**Run 1: where the registers sit**

Scale: 4 px per um. Other sequential cells in the stronger gray, the rest of the logic in the fainter gray.
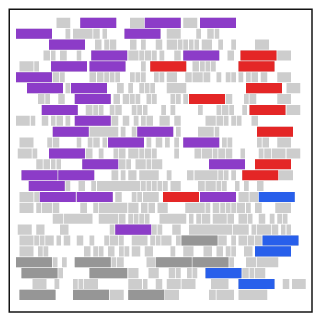
**Run 1: cell sizes after repair**

Scale: 6 px per um.
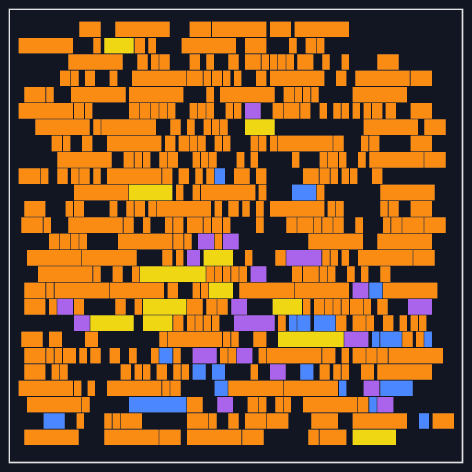
**Run 1: track usage over the die**

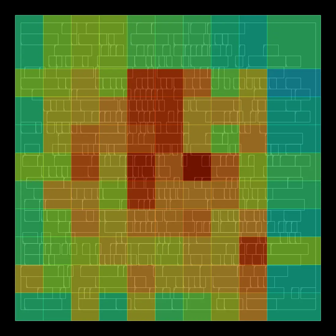
**Run 1: a small window of the routed layout**

Window x 25 to 50, y 25 to 50 um. Cells in gray, sequential cells in the stronger gray; small squares are vias.
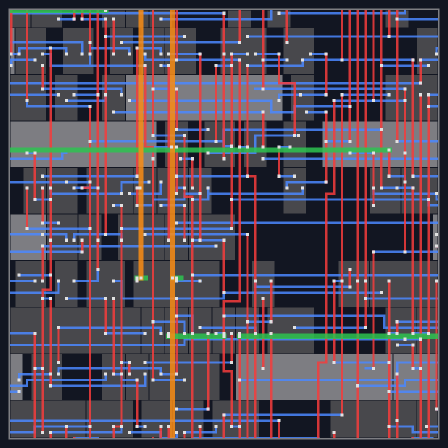
### src/rtl/key_window_sequencer_if.sv
// key_window_sequencer_if
//   Key-load channel of the key window sequencer (valid/ready).
//   Optional macro KEY_PARITY_EN adds load_par (even parity over
//   {load_data, load_par}).
//   Signals:
//     load_valid  master->slave  key-load request
//     load_ready  slave->master  sequencer accepts a load this cycle
//     load_slot   master->slave  target slot 0..2 (3 = illegal / abort code)
//     load_data   master->slave  key value, KEY_W bits
//     load_par    master->slave  parity bit (KEY_PARITY_EN only)
//   Modports: master (loader side), slave (sequencer side).
interface key_window_sequencer_if #(
  parameter int unsigned KEY_W = 10
);
  logic             load_valid;
  logic             load_ready;
  logic [1:0]       load_slot;
  logic [KEY_W-1:0] load_data;
`ifdef KEY_PARITY_EN
  logic             load_par;

  modport master (
    output load_valid, load_slot, load_data, load_par,
    input  load_ready
  );
  modport slave (
    input  load_valid, load_slot, load_data, load_par,
    output load_ready
  );
`else
  modport master (
    output load_valid, load_slot, load_data,
    input  load_ready
  );
  modport slave (
    input  load_valid, load_slot, load_data,
    output load_ready
  );
`endif
endinterface

### src/rtl/key_window_sequencer.sv
// key_window_sequencer
//   Upstream key-delivery stage for a time-windowed locked FSM. Holds three
//   key slots loaded over a valid/ready channel and, once started, presents
//   the slot matching the current counter window on key_out. The internal
//   counter runs 0..PERIOD_END in lock-step with the consumer's counter; the
//   same start pulse resets both.
//   Windows: 0 -> cnt 0..WIN0_END, 1 -> WIN0_END+1..WIN1_END,
//            2 -> WIN1_END+1..PERIOD_END.
//   Optional macro KEY_PARITY_EN: loads must carry even parity over
//   {load_data, load_par}; a failing load is rejected and flags load_err.
//   Ports:
//     clk        in   clock, all state on posedge
//     rst        in   asynchronous reset, active-low
//     load       if   key-load channel (slave modport)
//     start      in   one-cycle pulse: enter RUN / resynchronise counter
//     key_out    out  KEY_W  key presented to the consumer (registered)
//     key_valid  out  key_out is a sequenced key (RUN)
//     window     out  2  current window index 0/1/2
//     load_err   out  sticky error: illegal slot, parity failure, load in
//                     RUN, or start with slots missing
module key_window_sequencer #(
  parameter int unsigned KEY_W      = 10,
  parameter int unsigned WIN0_END   = 6,
  parameter int unsigned WIN1_END   = 13,
  parameter int unsigned PERIOD_END = 20
) (
  input  logic                   clk,
  input  logic                   rst,
  key_window_sequencer_if.slave  load,
  input  logic                   start,
  output logic [KEY_W-1:0]       key_out,
  output logic                   key_valid,
  output logic [1:0]             window,
  output logic                   load_err
);

  localparam int unsigned CNT_W = $clog2(PERIOD_END + 1);
  localparam logic [CNT_W-1:0] W0_END = CNT_W'(WIN0_END);
  localparam logic [CNT_W-1:0] W1_END = CNT_W'(WIN1_END);
  localparam logic [CNT_W-1:0] P_END  = CNT_W'(PERIOD_END);
  localparam logic [1:0]       ABORT  = 2'd3;

  typedef enum logic [1:0] {
    IDLE,
    RUN,
    HOLD
  } state_t;

  state_t                  state;
  logic [CNT_W-1:0]        cnt;
  logic [2:0]              slot_loaded;
  logic [2:0][KEY_W-1:0]   slots;

  logic                    par_ok;
  logic                    wr_en;
  logic [2:0]              loaded_nx;
  logic [2:0][KEY_W-1:0]   slots_nx;
  logic [CNT_W-1:0]        cnt_inc;
  logic [1:0]              win_inc;

  function automatic logic [1:0] win_of(input logic [CNT_W-1:0] c);
    if (c <= W0_END)      return 2'd0;
    else if (c <= W1_END) return 2'd1;
    else                  return 2'd2;
  endfunction

  function automatic logic [KEY_W-1:0] slot_for(input logic [2:0][KEY_W-1:0] s,
                                                input logic [1:0] w);
    case (w)
      2'd0:    return s[0];
      2'd1:    return s[1];
      default: return s[2];
    endcase
  endfunction

  // Slot write path is resolved combinationally so a start on the same
  // cycle as the final load sees the freshly written slot.
  always_comb begin
    par_ok = 1'b1;
`ifdef KEY_PARITY_EN
    par_ok = ~^{load.load_data, load.load_par};
`endif
    wr_en     = (state == IDLE) && load.load_valid &&
                (load.load_slot != ABORT) && par_ok;
    slots_nx  = slots;
    loaded_nx = slot_loaded;
    for (int unsigned i = 0; i < 3; i++) begin
      if (wr_en && (load.load_slot == 2'(i))) begin
        slots_nx[i]  = load.load_data;
        loaded_nx[i] = 1'b1;
      end
    end
    cnt_inc = (cnt == P_END) ? '0 : cnt + CNT_W'(1);
    win_inc = win_of(cnt_inc);
  end

  always_ff @(posedge clk or negedge rst) begin
    if (!rst) begin
      state       <= IDLE;
      cnt         <= '0;
      slot_loaded <= '0;
      slots       <= '0;
      key_out     <= '0;
      key_valid   <= 1'b0;
      window      <= 2'd0;
      load.load_ready <= 1'b1;
      load_err    <= 1'b0;
    end else begin
      slots       <= slots_nx;
      slot_loaded <= loaded_nx;
      case (state)
        IDLE: begin
          // Rejected load: illegal slot or (with parity) a parity failure.
          if (load.load_valid && !wr_en) load_err <= 1'b1;
          if (start) begin
            if (&loaded_nx) begin
              state           <= RUN;
              cnt             <= '0;
              window          <= 2'd0;
              key_out         <= slots_nx[0];
              key_valid       <= 1'b1;
              load.load_ready <= 1'b0;
            end else begin
              load_err <= 1'b1;
            end
          end
        end

        RUN: begin
          if (start) begin
            // Resynchronise; start takes priority over the abort code.
            cnt     <= '0;
            window  <= 2'd0;
            key_out <= slots[0];
            if (load.load_valid) load_err <= 1'b1;
          end else if (load.load_valid && (load.load_slot == ABORT)) begin
            state     <= HOLD;
            key_valid <= 1'b0;
            key_out   <= '0;
          end else begin
            // key_out follows the next count so it always matches the cnt
            // value it is held against.
            cnt     <= cnt_inc;
            window  <= win_inc;
            key_out <= slot_for(slots, win_inc);
            if (load.load_valid) load_err <= 1'b1;
          end
        end

        HOLD: begin
          state           <= IDLE;
          load.load_ready <= 1'b1;
        end

        default: begin
          state           <= IDLE;
          key_valid       <= 1'b0;
          key_out         <= '0;
          load.load_ready <= 1'b1;
        end
      endcase
    end
  end

endmodule

### src/flat_wrapper.sv
// flat-port wrapper written by rule: the top's interface ports become plain ports
module key_window_sequencer_flat 
#(
  parameter int unsigned KEY_W      = 10,
  parameter int unsigned WIN0_END   = 6,
  parameter int unsigned WIN1_END   = 13,
  parameter int unsigned PERIOD_END = 20
)
  (clk, rst, start, key_out, key_valid, window, load_err, load_load_valid, load_load_slot, load_load_data, load_load_ready);
  key_window_sequencer_if #(.KEY_W(KEY_W)) load_i ();
  input  logic clk;
  input  logic rst;
  input  logic start;
  output logic [KEY_W-1:0] key_out;
  output logic key_valid;
  output logic [1:0] window;
  output logic load_err;
  input wire logic [$bits(load_i.load_valid)-1:0] load_load_valid;
  input wire logic [$bits(load_i.load_slot)-1:0] load_load_slot;
  input wire logic [$bits(load_i.load_data)-1:0] load_load_data;
  output wire logic [$bits(load_i.load_ready)-1:0] load_load_ready;
  assign load_i.load_valid = load_load_valid;
  assign load_i.load_slot = load_load_slot;
  assign load_i.load_data = load_load_data;
  assign load_load_ready = load_i.load_ready;
  key_window_sequencer #(.KEY_W(KEY_W), .WIN0_END(WIN0_END), .WIN1_END(WIN1_END), .PERIOD_END(PERIOD_END)) u_core (.clk(clk), .rst(rst), .load(load_i), .start(start), .key_out(key_out), .key_valid(key_valid), .window(window), .load_err(load_err));
endmodule
### config.mk
export PLATFORM = sky130hd
export DESIGN_NAME = key_window_sequencer_flat
export DESIGN_NICKNAME = d
export VERILOG_FILES = /design/src/rtl/key_window_sequencer_if.sv /design/src/rtl/key_window_sequencer.sv /design/src/flat_wrapper.sv
export SDC_FILE = /design/constraint.sdc
export NUM_CORES = 1
export LEC_CHECK = 0
export ABC_AREA = 1
export CAP_MARGIN = 5
export CORE_UTILIZATION = 52
export CTS_CLUSTER_SIZE = 8
export DETAILED_ROUTE_END_ITERATION = 8
export HOLD_SLACK_MARGIN = 0.03
export PLACE_DENSITY_LB_ADDON = 0.08
export SLEW_MARGIN = 5
export SYNTH_ARGS = -nofsm -noshare
export SYNTH_HDL_FRONTEND = slang
export SYNTH_SLANG_ARGS = --single-unit
### constraint.sdc
create_clock -name clk -period 2 [get_ports clk]
set_input_delay 0.2 -clock clk [delete_from_list [all_inputs] [get_ports clk]]
set_output_delay 0.2 -clock clk [all_outputs]
set_load 0.05 [all_outputs]
==> flow.log, run 1 <==
[flow] summary of implementation run
INFO  metric clock_tree.buffer_depth = 2
INFO  metric xor_area_share = 0%
INFO  metric yosys-stat-area = 2790 um^2
INFO  metric number_of_synthesis_warnings = 0
INFO  metric wl_met2 = 2.73 mm
INFO  metric signal_buffer_area_fraction = 14.2%
INFO  metric adder_share = 1.34%
INFO  metric drt_first_pass_iters = 4
INFO  metric timing.critical_path.buf_inv = 3
INFO  metric initCoreUtil = 54.4%
INFO  metric power_leakage = 1.83 nW
INFO  metric synthesis.nets = 377
INFO  metric worstPathCellList = inv_2 > ha_1 > nand2_1 > inv_1 > nand2_4 > nand2_1 > nor2_2 > a21oi_4 > buf_2 > nand3_1 > nand2_1 > nand2_1 > nand2_1 > nand2_1 > nand2_1
INFO  metric chip_area = 5670 um^2
INFO  metric top_cells_by_area = sky130_fd_sc_hd__dfrtp_1 (48%), sky130_fd_sc_hd__nand2_1 (15%), sky130_fd_sc_hd__inv_1 (7.3%)
INFO  metric finalHoldWorstSlack = 379 ps
INFO  metric grt-busiest-layer = met1
INFO  metric inverters = 57
INFO  metric cts_resized = 0
INFO  metric hold_path.class = input port to async pin
INFO  metric switching_power_total = 2.01 mW
INFO  metric power_density = 1400 nW/um^2
INFO  metric layout.nets = 419
INFO  metric layoutNonFillerInstCount = 471
INFO  metric cp_data_required_time = 2260 ps
INFO  metric clock-sinks = 55
INFO  metric warning_count = 28
INFO  metric finalSetupTns = 0 ps
INFO  metric die.size.y = 75.3 um
INFO  metric power_sequential = 1.85 mW
INFO  metric setup-violations-final = 0
INFO  metric drc = 0
INFO  metric postRouteAntennaNets = 0
INFO  metric highest-signal-layer = met4
INFO  metric worst_path_max_delay_cell = sky130_fd_sc_hd__dfrtp_1
INFO  metric run_status = finished clean
INFO  metric totalWireLength = 6.24 mm
INFO  metric power.share.switching = 41.5%
INFO  metric ys_cells = 358
INFO  metric clk_share = 3.94%
INFO  metric cp_max_fo = 6
INFO  metric yosys.stat.seqShare = 49.3%
INFO  metric layout_min_cycle_time = 1870 ps
INFO  metric largest_family_of_logic_cells_by_area = simple AND/OR/NAND/NOR gates
INFO  metric seq_cells = 55
INFO  metric placement_rows = 26
INFO  metric largest_register = u_core.slots
INFO  metric total_routed_wire_length_on_the_met1_layer = 3.19 mm
INFO  metric critical_path.most_common_cell = sky130_fd_sc_hd__nand2_1
INFO  metric vias_per_cell = 5.02
INFO  metric power.share.clock = 18.1%
INFO  metric comb_area_share = 33.3%
INFO  metric muxShareOfSynthArea = 0%
INFO  metric slew-limit-headroom = 65.8%
INFO  metric min_period_over_period = 93.7%
INFO  metric max_ffs_per_register = 30
INFO  metric critical_path.endpoint_type = register
INFO  metric logic_depth_of_the_worst_setup_path_including_buffers = 15
INFO  metric wl_met3 = 256 um
INFO  metric power.clock.total = 876 uW
INFO  metric gr-total-overflow = 0
INFO  metric slew_viol_final = 0
INFO  metric post_synthesis_mean_instance_area = 7.80 um^2
INFO  metric synth_cell_types = 26
INFO  metric io_pins = 31
INFO  metric clock_insertion_delay_worst_skew = 310 ps
INFO  metric footprint_of_the_multi_input_gates = 1150 um^2
INFO  metric cts-root-buf = sky130_fd_sc_hd__clkbuf_8
INFO  metric most_common_cell = sky130_fd_sc_hd__nand2_1
INFO  metric fin_ws = 125 ps
INFO  metric fmax = 0.533 GHz
INFO  metric critical_path_arrival = 2130 ps
INFO  metric area_growth = 24.0%
INFO  metric drt-initial-drc-count = 171
INFO  metric ctsHoldBuffers = 1
INFO  metric crit-reg2reg-launch = u_core.cnt[1]
INFO  metric cts.htree.levels = 2
INFO  metric power.share.combinational = 43.6%
INFO  metric comb.multi_input.count = 232
INFO  metric yosysTopAreaCellShare = 48.4%
INFO  metric compound_area_share = 12.8%
INFO  metric launching_element_type_of_the_critical_path = register
INFO  metric final_layout_size_suffix_gt1_share = 12.7%
INFO  metric cap_violations = 0
INFO  metric simple_gate_share = 26.0%
INFO  metric num-clock-buffers = 5
INFO  metric peakVddDrop = 0.717 mV
INFO  metric cp-startpoint = u_core.cnt[1]
INFO  metric most_frequent_logic_cell_in_the_layout = sky130_fd_sc_hd__nand2_1
INFO  metric ys_ff = 55
INFO  metric number_of_placed_instances_with_taps_included = 456
INFO  metric count_of_library_flops_with_an_enable_pin = 0
INFO  metric grt_start_max_net_pins = 36
INFO  metric place_ws = 60.1 ps
INFO  metric synth_area = 2790 um^2
INFO  metric globalplace.congestion = 0.870
INFO  metric common_cells = sky130_fd_sc_hd__nand2_1 (111), sky130_fd_sc_hd__dfrtp_1 (54), sky130_fd_sc_hd__inv_1 (54)
About 'where the registers sit':
Key: purple = `u_core.slots` [sequential cells 30]; blue = `u_core.cnt` [sequential cells 5, where south-east]; red = `u_core.key_out` [sequential cells 10]
Another 10 sequential cells are not colored.
Util after Layout: 67.4%
sequential standard cell area: 1380 um^2

About 'cell sizes after repair':
Key: purple = drive 3 to 4 [cells 19, most used buf_4]; yellow = drive 6 and up [cells 12, most used clkbuf_8]; blue = drive 2 [cells 20, most used inv_2]; orange = drive 1 or less [cells 350, most used nand2_1]
count of plain and timing-repair buffers in the layout: 49
final instance area: 3460 um^2

About 'track usage over the die':
total global routing track utilization: 23.5%
grt met1 use: 36.8%
GR Layer Usage met3: 4.37%
GR Util met2: 33.0%

About 'a small window of the routed layout':
Key: green = met3; red = met2; orange = met4; blue = met1
59 logic cells have their middle in the window. Sequential cells in the window: 4. Most frequent: nand2_1 (19), a21oi_1 (7), nand3_1 (7). Netlist names of flops here include `u_core.slots` (3), `u_core.key_out` (1).

==> run 2: changes to the inputs <==
--- a/config.mk
+++ b/config.mk
@@ -7,7 +7,9 @@
 export LEC_CHECK = 0
 export ABC_AREA = 1
 export CAP_MARGIN = 5
-export CORE_UTILIZATION = 52
+export CELL_PAD_IN_SITES_DETAIL_PLACEMENT = 1
+export CELL_PAD_IN_SITES_GLOBAL_PLACEMENT = 2
+export CORE_UTILIZATION = 33
 export CTS_CLUSTER_SIZE = 8
 export DETAILED_ROUTE_END_ITERATION = 8
 export HOLD_SLACK_MARGIN = 0.03
**Run 2: track usage over the die**

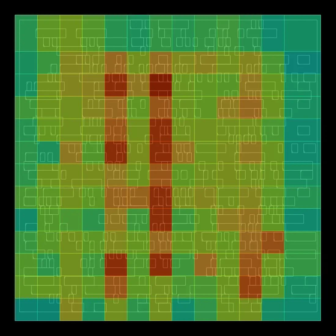
total global routing track utilization: 18.4%
GR Layer Usage met3: 2.67%
routed wirelength normalized by instance count: 15.0 um
grt met1 use: 28.8%

**Run 2: signal wires on met2**

Scale: 4 px per um.
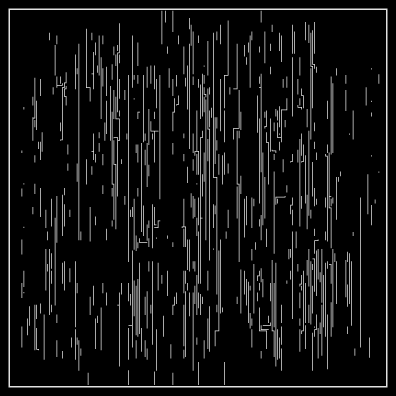
327 nets have wire on it. The layer carries 3270 um of wire. The wires run mostly vertical. The layer holds 43% of the routed length.
post-detailed-routing wire length: 7.65 mm
routed vias: 2440
GR Util met2: 26.1%

**Run 2: a small window of the routed layout**

Window x 35 to 60, y 35 to 60 um. Cells in gray, sequential cells in the stronger gray; small squares are vias.
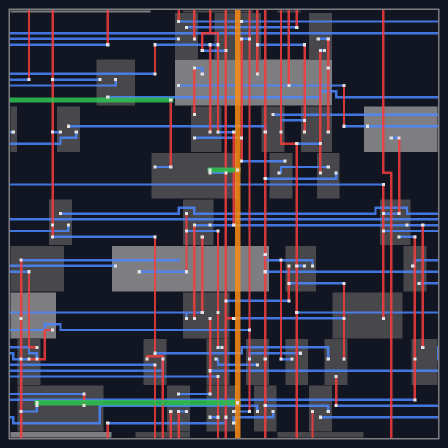
Key: orange = met4; green = met3; red = met2; blue = met1
Netlist names of flops here include `u_core.slots` (2). Most frequent: nand2_1 (12), inv_1 (5), a21oi_1 (5). 33 logic cells have their middle in the window. Sequential cells in the window: 2.

==> run 2 against run 1 <==
Setup slack worse by 88 ps; clock skew is 4.2 ps higher; core utilization is 24 points lower; die area is 56% higher; critical path depth stayed put.
==> flow.log, run 2 <==
[flow] summary of implementation run
INFO  metric run_status = finished clean
INFO  metric cts-root-buf = sky130_fd_sc_hd__clkbuf_8
INFO  metric cp_max_fo = 5
INFO  metric cp_data_required_time = 2220 ps
INFO  metric place_ws = 48.7 ps
INFO  metric logic_depth_of_the_worst_setup_path_including_buffers = 15
INFO  metric count_of_library_flops_with_an_enable_pin = 0
INFO  metric finalSetupTns = 0 ps
INFO  metric drt_first_pass_iters = 4
INFO  metric initCoreUtil = 34.0%
INFO  metric seqCellArea = 1380 um^2
INFO  metric adder_share = 1.34%
INFO  metric min_period_over_period = 98.1%
INFO  metric finalHoldWorstSlack = 409 ps
INFO  metric critical_path.endpoint_type = register
INFO  metric post-route-cell-area = 3560 um^2
INFO  metric most_frequent_logic_cell_in_the_layout = sky130_fd_sc_hd__nand2_1
INFO  metric final.signal_buffer_count = 52
INFO  metric final_layout_size_suffix_gt1_share = 16.6%
INFO  metric layout.nets = 422
INFO  metric clock_tree.buffer_depth = 2
INFO  metric comb_area_share = 34.0%
INFO  metric top_cells_by_area = sky130_fd_sc_hd__dfrtp_1 (48%), sky130_fd_sc_hd__nand2_1 (15%), sky130_fd_sc_hd__inv_1 (7.3%)
INFO  metric ys_ff = 55
INFO  metric synthesis.nets = 377
INFO  metric power_density = 1340 nW/um^2
INFO  metric num-clock-buffers = 7
INFO  metric wl_met3 = 164 um
INFO  metric ctsHoldBuffers = 1
INFO  metric yosys.stat.seqShare = 49.3%
INFO  metric cts_resized = 0
INFO  metric synth_cell_types = 26
INFO  metric gr-total-overflow = 0
INFO  metric switching_power_total = 2.08 mW
INFO  metric postRouteAntennaNets = 0
INFO  metric simple_gate_share = 26.0%
INFO  metric xor_area_share = 0%
INFO  metric critical_path_arrival = 2190 ps
INFO  metric placement_rows = 33
INFO  metric worst_path_max_delay_cell = sky130_fd_sc_hd__dfrtp_2
INFO  metric power.share.clock = 14.7%
INFO  metric highest-signal-layer = met4
INFO  metric cts.htree.levels = 2
INFO  metric cp-startpoint = u_core.cnt[1]
INFO  metric layoutNonFillerInstCount = 509
INFO  metric clock_insertion_delay_worst_skew = 320 ps
INFO  metric chip_area = 8840 um^2
INFO  metric setup-violations-final = 0
INFO  metric fin_ws = 37.8 ps
INFO  metric drt-initial-drc-count = 110
INFO  metric power_sequential = 1.86 mW
INFO  metric yosys-stat-area = 2790 um^2
INFO  metric power_leakage = 1.84 nW
INFO  metric vias_per_cell = 4.79
INFO  metric largest_register = u_core.slots
INFO  metric antenna_found_initial = 0
INFO  metric timing.critical_path.buf_inv = 4
INFO  metric comb.multi_input.count = 231
INFO  metric grt-busiest-layer = met1
INFO  metric clk_share = 2.92%
INFO  metric most_common_cell = sky130_fd_sc_hd__nand2_1
INFO  metric slew-limit-headroom = 66.5%
INFO  metric clock-sinks = 55
INFO  metric inverters = 58
INFO  metric critical_path.most_common_cell = sky130_fd_sc_hd__nand2_1
INFO  metric wl_met2 = 3.27 mm
INFO  metric slew_viol_final = 0
INFO  metric largest_family_of_logic_cells_by_area = simple AND/OR/NAND/NOR gates
INFO  metric number_of_synthesis_warnings = 0
INFO  metric grt_start_max_net_pins = 56
INFO  metric synth_area = 2790 um^2
INFO  metric warning_count = 29
INFO  metric seq_cells = 55
INFO  metric fmax = 0.510 GHz
INFO  metric launching_element_type_of_the_critical_path = register
INFO  metric ys_cells = 358
INFO  metric power.share.combinational = 46.3%
INFO  metric cap_violations = 0
INFO  metric power.share.switching = 43.5%
INFO  metric globalplace.congestion = 0.745
INFO  metric io_pins = 31
INFO  metric footprint_of_the_multi_input_gates = 1210 um^2
INFO  metric signal_buffer_area_fraction = 14.3%
INFO  metric crit-reg2reg-launch = u_core.cnt[1]
Power and IR drop assume default switching activity.
